## config.mk

```make
export PLATFORM = sky130hd
export DESIGN_NAME = mem_arbiter
export DESIGN_NICKNAME = d
export VERILOG_FILES = /design/src/rtl/mem_arb_pkg.sv /design/src/rtl/burst_counter.sv /design/src/rtl/mem_arbiter.sv
export SDC_FILE = /design/constraint.sdc
export NUM_CORES = 1
export LEC_CHECK = 0
export ABC_AREA = 0
export CORE_MARGIN = 4
export CORE_UTILIZATION = 32
export DETAILED_ROUTE_END_ITERATION = 8
export PLACE_DENSITY_LB_ADDON = 0.15
export SLEW_MARGIN = 10
export SYNTH_ARGS = -nofsm -noshare
export SYNTH_HDL_FRONTEND = slang
export SYNTH_HIERARCHICAL = 1
export SYNTH_SLANG_ARGS = --single-unit
```

## constraint.sdc

```tcl
create_clock -name clk -period 2.8 [get_ports clk]
set_input_delay 0.56 -clock clk [delete_from_list [all_inputs] [get_ports clk]]
set_output_delay 0.56 -clock clk [all_outputs]
set_load 0.1 [all_outputs]
```

## src/rtl/mem_arb_pkg.sv

```systemverilog
// Shared types and constants for the I/D memory-port arbiter.
// Line sizes, line-offset widths and the arbiter state encoding live here.
package mem_arb_pkg;

  typedef enum logic [1:0] {
    IDLE   = 2'd0,
    I_XFER = 2'd1,
    D_XFER = 2'd2,
    DONE   = 2'd3
  } arb_state_e;

  localparam int ILINE_WORDS_DEF = 8;
  localparam int DLINE_WORDS_DEF = 4;
  localparam int IOFF_W          = 5;
  localparam int DOFF_W          = 4;
  localparam int BEAT_W          = 3;

  // Clear the byte-offset bits below a line boundary.
  function automatic logic [31:0] lineAlign(input logic [31:0] addr, input int offW);
    lineAlign = addr & ~((32'd1 << offW) - 32'd1);
  endfunction

endpackage

```

## src/rtl/burst_counter.sv

```systemverilog
// Beat counter for one line burst: synchronous clear, gated increment,
// and a terminal-count flag that also stops the count from wrapping.
module burst_counter
  import mem_arb_pkg::*;
#(
  parameter int W = BEAT_W
) (
  input  logic         clk,
  input  logic         RST,
  input  logic         i_clear,
  input  logic         i_inc,
  input  logic [W-1:0] i_last,
  output logic [W-1:0] o_count,
  output logic         o_tc
);

  logic [W-1:0] r_count;

  always_ff @(posedge clk) begin
    if (RST) begin
      r_count <= '0;
    end else if (i_clear) begin
      r_count <= '0;
    end else if (i_inc && !o_tc) begin
      r_count <= r_count + 1'b1;
    end
  end

  assign o_count = r_count;
  assign o_tc    = (r_count == i_last);

endmodule

```

## src/rtl/mem_arbiter.sv

```systemverilog
// Round-robin arbiter sharing one backing-memory port between I-cache refills
// and D-cache refills/writebacks, one full line burst per grant.
module mem_arbiter
  import mem_arb_pkg::*;
#(
  parameter int ILINE_WORDS = ILINE_WORDS_DEF,
  parameter int DLINE_WORDS = DLINE_WORDS_DEF
) (
  input  logic        clk,
  input  logic        RST,
  input  logic        i_req,
  input  logic [31:0] i_addr,
  output logic        i_gnt,
  output logic        i_rvalid,
  output logic [31:0] i_rdata,
  output logic [2:0]  i_beat,
  output logic        i_done,
  input  logic        d_req,
  input  logic        d_we,
  input  logic [31:0] d_addr,
  input  logic [31:0] d_wdata,
  output logic        d_gnt,
  output logic        d_rvalid,
  output logic        d_done,
  output logic [31:0] d_rdata,
  output logic [1:0]  d_beat,
  output logic        mem_rd,
  output logic        mem_wr,
  output logic [31:0] mem_addr,
  output logic [31:0] mem_wdata,
  input  logic [31:0] mem_rdata,
  input  logic        mem_ready
);

  localparam logic [BEAT_W-1:0] I_LAST = BEAT_W'(ILINE_WORDS - 1);
  localparam logic [BEAT_W-1:0] D_LAST = BEAT_W'(DLINE_WORDS - 1);

  arb_state_e        r_state;
  arb_state_e        w_nextState;
  logic              r_lastD;
  logic              r_servedD;
  logic [31:0]       r_base;
  logic              w_grantI;
  logic              w_grantD;
  logic              w_xfer;
  logic              w_clear;
  logic              w_inc;
  logic              w_tc;
  logic [BEAT_W-1:0] w_count;
  logic [BEAT_W-1:0] w_last;

  always_ff @(posedge clk) begin
    if (RST) begin
      r_state <= IDLE;
    end else begin
      r_state <= w_nextState;
    end
  end

  // On a tie the side that was not served last wins.
  always_comb begin
    w_nextState = r_state;
    w_grantI    = 1'b0;
    w_grantD    = 1'b0;
    case (r_state)
      IDLE: begin
        if (i_req && (!d_req || r_lastD)) begin
          w_grantI    = 1'b1;
          w_nextState = I_XFER;
        end else if (d_req) begin
          w_grantD    = 1'b1;
          w_nextState = D_XFER;
        end
      end
      I_XFER, D_XFER: begin
        if (mem_ready && w_tc) begin
          w_nextState = DONE;
        end
      end
      DONE:    w_nextState = IDLE;
      default: w_nextState = IDLE;
    endcase
  end

  always_ff @(posedge clk) begin
    if (RST) begin
      r_base    <= '0;
      r_lastD   <= 1'b1;
      r_servedD <= 1'b0;
    end else if (w_grantI) begin
      r_base    <= lineAlign(i_addr, IOFF_W);
      r_lastD   <= 1'b0;
      r_servedD <= 1'b0;
    end else if (w_grantD) begin
      r_base    <= lineAlign(d_addr, DOFF_W);
      r_lastD   <= 1'b1;
      r_servedD <= 1'b1;
    end
  end

  // Clearing in DONE as well keeps the beat outputs at zero while idle.
  assign w_xfer  = (r_state == I_XFER) || (r_state == D_XFER);
  assign w_last  = r_servedD ? D_LAST : I_LAST;
  assign w_clear = w_grantI || w_grantD || (r_state == DONE);
  assign w_inc   = w_xfer && mem_ready;

  burst_counter #(.W(BEAT_W)) u_beatCounter (
    .clk     (clk),
    .RST     (RST),
    .i_clear (w_clear),
    .i_inc   (w_inc),
    .i_last  (w_last),
    .o_count (w_count),
    .o_tc    (w_tc)
  );

  assign i_gnt  = (r_state == I_XFER) || ((r_state == DONE) && !r_servedD);
  assign d_gnt  = (r_state == D_XFER) || ((r_state == DONE) && r_servedD);
  assign i_done = (r_state == DONE) && !r_servedD;
  assign d_done = (r_state == DONE) && r_servedD;

  assign mem_rd    = (r_state == I_XFER) || ((r_state == D_XFER) && !d_we);
  assign mem_wr    = (r_state == D_XFER) && d_we;
  assign mem_addr  = w_xfer ? (r_base + (32'(w_count) << 2)) : 32'd0;
  assign mem_wdata = d_wdata;

  assign i_rvalid = (r_state == I_XFER) && mem_rd && mem_ready;
  assign d_rvalid = (r_state == D_XFER) && mem_rd && mem_ready;
  assign i_rdata  = mem_rdata;
  assign d_rdata  = mem_rdata;
  assign i_beat   = i_gnt ? w_count : 3'd0;
  assign d_beat   = d_gnt ? w_count[1:0] : 2'd0;

endmodule

```

==> impl_metrics.tcl <==
# flow metrics
set metrics [dict create \
    final_antenna_net_count 0 \
    layout_worst_path_cycle_share_pct 103 \
    final_critical_path_setup_slack_ns -0.0967 \
    grt-ovfl-total 0 \
    finalSetupTns_ns -0.572 \
    achievable-frequency_mhz 345 \
    nFlopsAndLatches 35 \
    ys_async_sr_fraction_pct 0 \
    netSwitchingPower_uw 2180 \
    dr.pass1.iters 8 \
    hold_path_class "register to register" \
    total_nets_final 567 \
    via_per_inst 5.16 \
    synthXorXnorAreaFrac_pct 4.00 \
    dpl_cell_area_mm2 0.00424 \
    synth-warning-count 6 \
    cts_max_path_buffers 2 \
    first_global_vias 2867 \
    run_status "complete, but fails checks" \
    place.port_buffers 103 \
    setup_viol_count_final 10 \
    top_area_cell_class "logic gates" \
    post_synth_edffs 0 \
    seqCellArea_um2 723 \
    crit_cells 6 \
    netlist_top_cells_area "buf_4 (24%), dfxtp_1 (23%), a222oi_1 (8.8%)" \
    multiInputCombCellCount 240 \
    bufAreaShareNonClock_pct 35.1 \
    cap_violations 0 \
    crit_path_end_kind "output port" \
    final_period_minus_worst_setup_slack_ns 2.90 \
    critical_path.reg2reg.startpoint "r_state[0]$_SDFFE_PP0P_" \
    detail_route.drc_violations 0 \
    powerDensity_mw_per_mm2 892 \
    nNonClkBuffers 133 \
    fp.dieArea_mm2 0.0112 \
    yosys.area_share.simple_pct 23.4 \
    worst-slew-pin-transition_ns 0.523 \
    violated_checks "setup timing" \
    filler_cell_count 902 \
    min_from "r_state[1]$_SDFFE_PP0P_" \
    yosys.cell_types.count 49 \
    log.warning_count 43 \
    worst-r2r-cell-count 7 \
    floorplan.io_pins 275 \
    critical_path.slowest_cell "or4_4" \
    detailroute.via_count 2866 \
    critPathRequiredTime_ns 2.24 \
    share_of_the_synthesized_area_in_the_top_cell_type_pct 24.0 \
    synth_area_mm2 0.00306 \
    syn2layout_area_growth_pct 46.5 \
    top_register "r_base" \
    min_path_cells 2 \
    arrival_ns 2.34 \
    part_of_the_total_power_dissipated_in_the_clock_network_pct 11.1 \
    ys_cells 396 \
]
## layout by cell type, fill, tap and decap left out, types with 3 or more instances in the layout
cell type / netlist / routed
a222oi_1: 27 / 27
dfxtp_4: 0 / 6
conb_1: 2 / 6
nand2_1: 16 / 15
and3_1: 6 / 5
a21oi_4: 0 / 10
clkbuf_8: 0 / 6
xor2_1: 4 / 4
ha_1: 8 / 6
o21ai_0: 9 / 8
buf_4: 98 / 38
a21oi_1: 17 / 5
nor2b_4: 0 / 5
or3_1: 9 / 5
nor2_1: 44 / 43
nand4_1: 7 / 7
xnor2_1: 10 / 10
buf_12: 0 / 34
nand3_1: 8 / 6
dfxtp_1: 35 / 29
or3_4: 0 / 4
and4_1: 3 / 3
inv_1: 10 / 10
and2_1: 7 / 7
o31ai_2: 0 / 3
nand2b_1: 7 / 7
nor4_1: 3 / 3
nor3_1: 7 / 7
or4_4: 1 / 7
clkdlybuf4s50_1: 0 / 60
## routing by layer
layer / global-route usage [%] / up-vias / wire length, µm
met5: 0 / - / 0
met1: 20.3 / 1318 / 3790
met3: 6.12 / 16 / 1060
met2: 30.9 / 151 / 5330
li1: - / 1381 / -
met4: 4.81 / 0 / 124
## synthesized netlist by cell type (all sizes together), types with 8 or more instances
cell type  number
clkbuf         14
nand3           8
ha              8
nand4           8
a222oi         27
nor2           44
xnor2          10
o21ai          10
dfxtp          35
buf           102
inv            10
nand2          16
a21oi          17
or3             9
## tightest hold or removal path, stage by stage, from the launching register on
cell and delay [ns]:
dfxtp_1 0.34, nand2b_1 0.08, a21oi_1 0.06
## power by group through the flow
stage          Sequential (µW)  Combinational (µW)  Clock (µW)
6_report                   772                2790         444
2_1_floorplan              744                2510           0
4_1_cts                    768                2820         462
3_5_place_dp               775                2790           0
3_3_place_gp               771                2770           0
5_1_grt                    793                2950         483
### Gate-type map

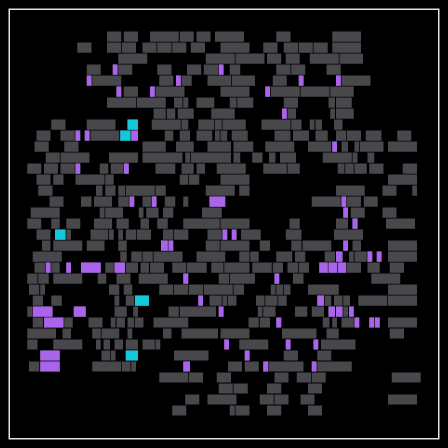
family	colour	cells	most used
NOR gates	purple	61	nor2_1
AND-OR and OR-AND gates	cyan	5	o21a_1
final instance count without filler cells: 555
Comb/total area: 41.8%
most common library cell in the layout ignoring fill and taps: clkdlybuf4s50_1

### Close-up of the layout

The bar under the picture is 5 µm long. Region (43, 64) to (63, 84) µm. Cells in grey, sequential cells in the stronger grey; small squares are vias.
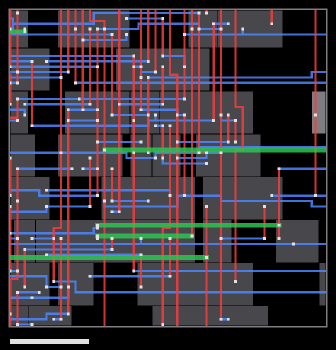
layer	colour
met3	green
met2	red
met1	blue
most frequent	nand2_1 (3), or4_4 (3), a21oi_4 (3)
sequential cells in the window	0
cells with their middle in the window	25

### Pin placement

The bar under the picture is 20 µm long. Pins as bars across the die edge, other pins in grey.
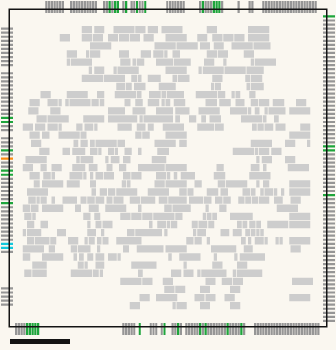
port	colour	pins	direction	edge
`d_beat`	cyan	2	output	west
`i_addr`	green	32	input	12 south, 10 north, 6 west, 4 east
`mem_ready`	orange	1	input	west
all pins by edge	76 east, 70 south, 70 north, 59 west
die span in y: 106 µm
die extent in x: 106 µm

### Wire density map

The die is cut into 21 by 21 equal tiles; white is low, dark blue is high, scaled to the fullest tile. Values are wire area over tile area, all layers added.
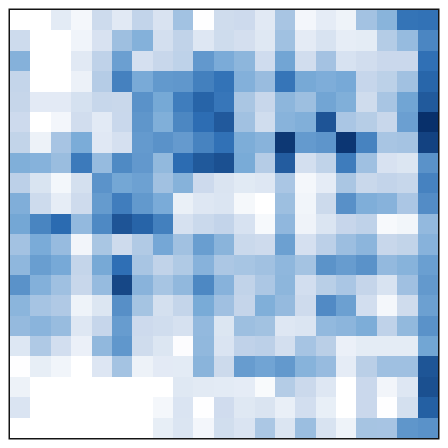
mean over tiles	0.15
emptiest ninth of the die	south-west
nearly empty tiles	8.6%
fullest tile	0.46
tiles over half the peak	22%
sum of routed wire length over all layers: 10,300 µm
DR WL/cell: 18.6 µm

Power is estimated from default activity; no workload was simulated.
